## config.mk

```make
export PLATFORM = sky130hd
export DESIGN_NAME = np_fm_buffer_write_ctrl
export DESIGN_NICKNAME = d
export VERILOG_FILES = /design/src/rtl/np_fm_buffer_write_ctrl_pkg.sv /design/src/rtl/np_bank_addr_counter.sv /design/src/rtl/np_fm_buffer_write_ctrl.sv
export SDC_FILE = /design/constraint.sdc
export NUM_CORES = 1
export LEC_CHECK = 0
export CAP_MARGIN = 5
export CORE_AREA = 2 2 63 77
export CTS_CLUSTER_SIZE = 14
export DETAILED_ROUTE_END_ITERATION = 12
export DIE_AREA = 0 0 65 79
export GPL_TIMING_DRIVEN = 0
export PLACE_DENSITY = 0.81
export SLEW_MARGIN = 20
export SYNTH_ARGS = -nofsm -noshare
export SYNTH_HDL_FRONTEND = slang
export SYNTH_SLANG_ARGS = --single-unit
```

## constraint.sdc

```tcl
create_clock -name clock -period 3.25 [get_ports clock]
set_clock_uncertainty 0.1 [all_clocks]
set_input_delay 0.65 -clock clock [delete_from_list [all_inputs] [get_ports clock]]
set_output_delay 0.65 -clock clock [all_outputs]
set_load 0.005 [all_outputs]
```

## src/rtl/np_fm_buffer_write_ctrl_pkg.sv

```systemverilog
// Shared network parameters and write-controller state encoding for the FFN feature-map buffers.
package np_fm_buffer_write_ctrl_pkg;

  localparam int unsigned NP_ADDR_MAX        = 121;
  localparam int unsigned NP_NUM_KERNELS     = 8;
  localparam int unsigned NP_ADDR_WIDTH      = 7;
  localparam int unsigned NP_SEL_WIDTH       = 3;
  localparam int unsigned NP_DATA_WIDTH      = 16;
  localparam int unsigned NP_FRAME_CNT_WIDTH = 8;

  // Encoding is shared with the read controller's testbench, so values are pinned.
  typedef enum logic [1:0] {
    ST_FILL   = 2'd0,
    ST_DRAIN  = 2'd1,
    ST_LAUNCH = 2'd2,
    ST_WAIT   = 2'd3
  } wr_state_e;

endpackage

```

## src/rtl/np_bank_addr_counter.sv

```systemverilog
// Word-address / bank-select counter: addr wraps at ADDR_MAX and bumps sel; last marks the frame's final slot.
module np_bank_addr_counter
  import np_fm_buffer_write_ctrl_pkg::*;
#(
  parameter int unsigned ADDR_MAX    = NP_ADDR_MAX,
  parameter int unsigned NUM_KERNELS = NP_NUM_KERNELS,
  parameter int unsigned ADDR_WIDTH  = NP_ADDR_WIDTH,
  parameter int unsigned SEL_WIDTH   = NP_SEL_WIDTH
) (
  input  logic                  clock,
  input  logic                  reset,
  input  logic                  clear,
  input  logic                  inc,
  output logic [ADDR_WIDTH-1:0] addr,
  output logic [SEL_WIDTH-1:0]  sel,
  output logic                  last
);

  localparam logic [ADDR_WIDTH-1:0] ADDR_LAST = ADDR_WIDTH'(ADDR_MAX - 1);
  localparam logic [SEL_WIDTH-1:0]  SEL_LAST  = SEL_WIDTH'(NUM_KERNELS - 1);

  logic [ADDR_WIDTH-1:0] addr_q, addr_d;
  logic [SEL_WIDTH-1:0]  sel_q, sel_d;
  logic                  addr_wrap;

  assign addr_wrap = (addr_q == ADDR_LAST);
  assign last      = addr_wrap && (sel_q == SEL_LAST);
  assign addr      = addr_q;
  assign sel       = sel_q;

  always_comb begin
    addr_d = addr_q;
    sel_d  = sel_q;
    if (clear) begin
      addr_d = '0;
      sel_d  = '0;
    end else if (inc) begin
      if (addr_wrap) begin
        addr_d = '0;
        sel_d  = (sel_q == SEL_LAST) ? '0 : sel_q + 1'b1;
      end else begin
        addr_d = addr_q + 1'b1;
      end
    end
  end

  always_ff @(posedge clock or negedge reset) begin
    if (!reset) begin
      addr_q <= '0;
      sel_q  <= '0;
    end else begin
      addr_q <= addr_d;
      sel_q  <= sel_d;
    end
  end

endmodule

```

## src/rtl/np_fm_buffer_write_ctrl.sv

```systemverilog
// FFN feature-map RAM write controller: fills all banks from a valid/ready stream, launches the
// matrix-multiply reader, and blocks new input until the reader hands the frame back.
module np_fm_buffer_write_ctrl
  import np_fm_buffer_write_ctrl_pkg::*;
#(
  parameter int unsigned ADDR_MAX    = NP_ADDR_MAX,
  parameter int unsigned NUM_KERNELS = NP_NUM_KERNELS,
  parameter int unsigned ADDR_WIDTH  = NP_ADDR_WIDTH,
  parameter int unsigned SEL_WIDTH   = NP_SEL_WIDTH,
  parameter int unsigned DATA_WIDTH  = NP_DATA_WIDTH
) (
  input  logic                  clock,
  input  logic                  reset,
  input  logic                  flush,
  input  logic                  in_valid,
  input  logic [DATA_WIDTH-1:0] in_data,
  output logic                  in_ready,
  output logic                  wr_en,
  output logic [ADDR_WIDTH-1:0] wr_addr,
  output logic [SEL_WIDTH-1:0]  wr_sel,
  output logic [DATA_WIDTH-1:0] wr_data,
  output logic                  mult_start,
  input  logic                  product_rdy,
  output logic [7:0]            frame_count,
  output logic                  err_rdy
);

  wr_state_e             state_q, state_d;
  logic                  in_ready_q, in_ready_d;
  logic                  wr_en_q, wr_en_d;
  logic [ADDR_WIDTH-1:0] wr_addr_q, wr_addr_d;
  logic [SEL_WIDTH-1:0]  wr_sel_q, wr_sel_d;
  logic [DATA_WIDTH-1:0] wr_data_q, wr_data_d;
  logic                  mult_start_q, mult_start_d;
  logic [7:0]            frame_count_q, frame_count_d;
  logic                  err_rdy_q, err_rdy_d;

  logic                  transfer;
  logic                  cnt_inc;
  logic [ADDR_WIDTH-1:0] cnt_addr;
  logic [SEL_WIDTH-1:0]  cnt_sel;
  logic                  cnt_last;

  assign transfer = in_valid & in_ready_q;

  np_bank_addr_counter #(
    .ADDR_MAX   (ADDR_MAX),
    .NUM_KERNELS(NUM_KERNELS),
    .ADDR_WIDTH (ADDR_WIDTH),
    .SEL_WIDTH  (SEL_WIDTH)
  ) u_addr_counter (
    .clock(clock),
    .reset(reset),
    .clear(flush),
    .inc  (cnt_inc),
    .addr (cnt_addr),
    .sel  (cnt_sel),
    .last (cnt_last)
  );

  always_comb begin
    state_d       = state_q;
    wr_en_d       = 1'b0;
    wr_addr_d     = wr_addr_q;
    wr_sel_d      = wr_sel_q;
    wr_data_d     = wr_data_q;
    mult_start_d  = 1'b0;
    frame_count_d = frame_count_q;
    err_rdy_d     = err_rdy_q | (product_rdy & (state_q != ST_WAIT));
    cnt_inc       = 1'b0;
    if (flush) begin
      state_d = ST_FILL;
    end else begin
      case (state_q)
        ST_FILL: begin
          if (transfer) begin
            cnt_inc   = 1'b1;
            wr_en_d   = 1'b1;
            wr_addr_d = cnt_addr;
            wr_sel_d  = cnt_sel;
            wr_data_d = in_data;
            if (cnt_last) state_d = ST_DRAIN;
          end
        end
        // Outputs are registered, so the launch pulse and count bump are set up while leaving DRAIN.
        ST_DRAIN: begin
          state_d       = ST_LAUNCH;
          mult_start_d  = 1'b1;
          frame_count_d = frame_count_q + 8'd1;
        end
        ST_LAUNCH: state_d = ST_WAIT;
        ST_WAIT:   if (product_rdy) state_d = ST_FILL;
        default:   state_d = ST_FILL;
      endcase
    end
    in_ready_d = (state_d == ST_FILL);
  end

  always_ff @(posedge clock or negedge reset) begin
    if (!reset) begin
      state_q       <= ST_FILL;
      in_ready_q    <= 1'b1;
      wr_en_q       <= 1'b0;
      wr_addr_q     <= '0;
      wr_sel_q      <= '0;
      wr_data_q     <= '0;
      mult_start_q  <= 1'b0;
      frame_count_q <= '0;
      err_rdy_q     <= 1'b0;
    end else begin
      state_q       <= state_d;
      in_ready_q    <= in_ready_d;
      wr_en_q       <= wr_en_d;
      wr_addr_q     <= wr_addr_d;
      wr_sel_q      <= wr_sel_d;
      wr_data_q     <= wr_data_d;
      mult_start_q  <= mult_start_d;
      frame_count_q <= frame_count_d;
      err_rdy_q     <= err_rdy_d;
    end
  end

  assign in_ready    = in_ready_q;
  assign wr_en       = wr_en_q;
  assign wr_addr     = wr_addr_q;
  assign wr_sel      = wr_sel_q;
  assign wr_data     = wr_data_q;
  assign mult_start  = mult_start_q;
  assign frame_count = frame_count_q;
  assign err_rdy     = err_rdy_q;

endmodule
```

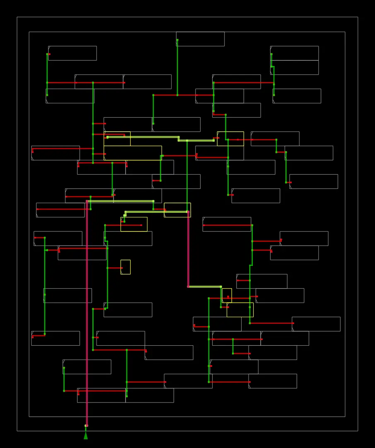
(images/final_clocks.png)
Latency at later pin: 0.30 ns
cts bufs inserted: 5
Clock Power: 426 uW
CTS Sinks: 50
# clk buffers: 5

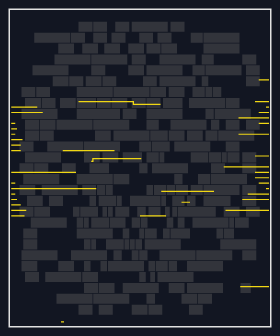
(images/met3.png)
Scale: 4 px per micron. Cells faint in the background.
nets with wire on the layer: 37
longest straight run: 20.9 microns
wire length on this layer: 216 microns
share of all routed wire: 5.4%
main direction: horizontal

==> impl_metrics.toml <==
# physical design summary
[status]
status = "complete, no violations"

[worst_setup_path]
cp-end-kind = "flop"
crit_arrival_ns = 2.35
critPathMaxFanout = 10
required_ns = 3.34
start_kind = "input port"
reg2reg_to = "wr_data[0]"
rrSetupSlack_ns = 1.33
reg2reg_depth = 4

[route]
viasPerCell = 5.20
firstDrtPassIters = 4
drcViolationCount = 0
drtIter0Drc = 53
ant_nets = 0
routed_wl_microns = 4000
routedWlPerCell_microns = 14.2
num_vias = 1461

[logic_synthesis]
yosysUniqueCellTypes = 33
edf_count = 0
netlist_area_sq_mm = 0.00215
synth_cells = 158
synth.top_cell.area_share = 0.570
async_reset_ff_frac = 1.00
ys_seq_share = 0.583
yosysTopAreaCell = "dfrtp_1"
ys.warnings.count = 0
yosys_area_sq_mm = 0.00215
ys_ff = 50

[clocking]
h-tree-depth = 2
clockBufferDepth = 2
postCtsSetupRepairBufs = 0
cts_tree = "done"
cts_resized = 0
cts-root-buf = "clkbuf_8"

[power]
p_switching_uw = 333
power_frac_clock = 0.295
maxPowerGroup = "registers"
powerComb_uw = 284
power.total_mw = 1.44
power_density_mw_per_mm2 = 498
seq_power_uw = 733
peakVddDrop_mv = 0.483
p_comb_frac = 0.197
switching_share = 0.231

[final_layout]
fin_area_sq_mm = 0.00290
final_layout_top_logic_cells = "56 x clkdlybuf4s50_1, 49 x dfrtp_1, 27 x mux2_2"
drive_above_1_share = 0.233
nets = 248
antennaDiodeCount = 0
syn_to_final_growth_pct = 34.9

[grt]
grt-ovfl-total = 0
grt_pass1_wl_microns = 6840
grt_max_degree = 51
grtUsageTotal = 0.176
first_global_vias = 1512

[place]
routabilityCongestion = 0.776
io_buffers = 57
place_area_sq_mm = 0.00279
post-dp-hpwl_microns = 2870

[sta]
finalHoldViolCount = 0
drv_slew = 0
timing.slew.headroom = 0.591
setup_tns_ns = 0
worstMarginPinSlew_ns = 0.614
hold-worst-slack_ns = 0.261
fin_crit_ns = 2.27

[job]
warnings = 27

[floorplan]
core.rowCount = 27
coreArea_sq_mm = 0.00443
initial_utilization = 0.486
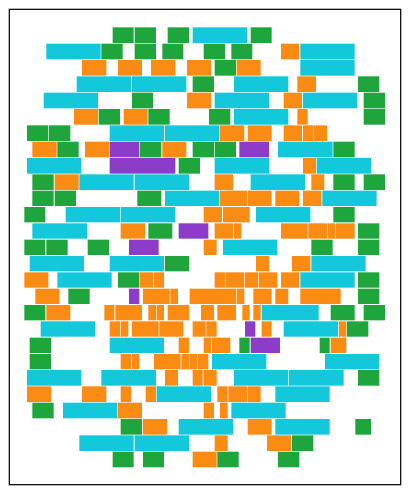
(images/cell_classes.png)
Scale: 6 px per micron.
| color | class | cells | share of their area |
|---|---|---|---|
| green | other buffers and delay cells | 63 | 22% |
| orange | all other logic | 102 | 30% |
| cyan | flip-flops | 50 | 44% |
| purple | clock drivers and dummy loads | 8 | 3.9% |

registers in the layout, summed over array words and instances (netlist names):
register and count:
in_ready 1, wr_data 16, wr_sel 3, u_addr_counter.sel 3, mult_start 1, wr_en 1, state_q 2, wr_addr 7
u_addr_counter.addr 7, err_rdy 1, frame_count 8
stage by stage:
step | setup WS (ns) | std cells | utilization
final | 0.984 | 281 | 0.655
after CTS | 0.977 | 281 | 0.655
after global routing | 0.880 | 281 | 0.655
after global placement | -0.0358 | 273 | 0.631
after detailed placement | 0.647 | 273 | 0.630
after floorplan | 1.27 | 158 | -
routing by layer:
layer  up-vias  routed length, microns  global-route usage
li1        698                       -                   -
met2        47                    1960               0.294
met3         4                     215              0.0496
met1       712                    1770               0.210
met5         -                       0                   0
met4         0                      57              0.0766
cells by family after synthesis:
kind of cell	synth area share
adders and majority gates	0.0291
DFF	0.583
and+or+nand+nor	0.106
AOI/OAI and AO/OA	0.0832
muxes	0.141
buffers and inverters	0.0291
xor gates and xnor gates	0.0285
critical path, cell delays in order:
cell and delay (ns):
clkdlybuf4s50_1 0.56, nand2_1 0.11, nor4_4 0.43, buf_6 0.24, mux2_2 0.34
layout make-up:
type / count / area (sq um)
Sequential cell: 50 / 1250
Tap cell: 58 / 72.6
Inverter: 2 / 7.51
Fill cell: 347 / 1530
Clock inverter: 3 / 40.0
Clock buffer: 5 / 68.8
Buffer: 6 / 55.1
Multi-Input combinational cell: 100 / 835
Timing Repair Buffer: 57 / 568
cell usage after synthesis (all sizes together) (2+ instances only):
cell type	n
nand4	3
nand2b	3
dfrtp	49
o211ai	2
inv	2
ha	5
buf	6
a21oi	2
a31oi	3
xor2	2
and3	2
nand3	7
nor2	5
nand2	8
o21ai	6
or2	2
a22o	6
mux2	27
xnor2	5
nor3	2
No activity file was given, so power comes from the tool's default toggle rates.
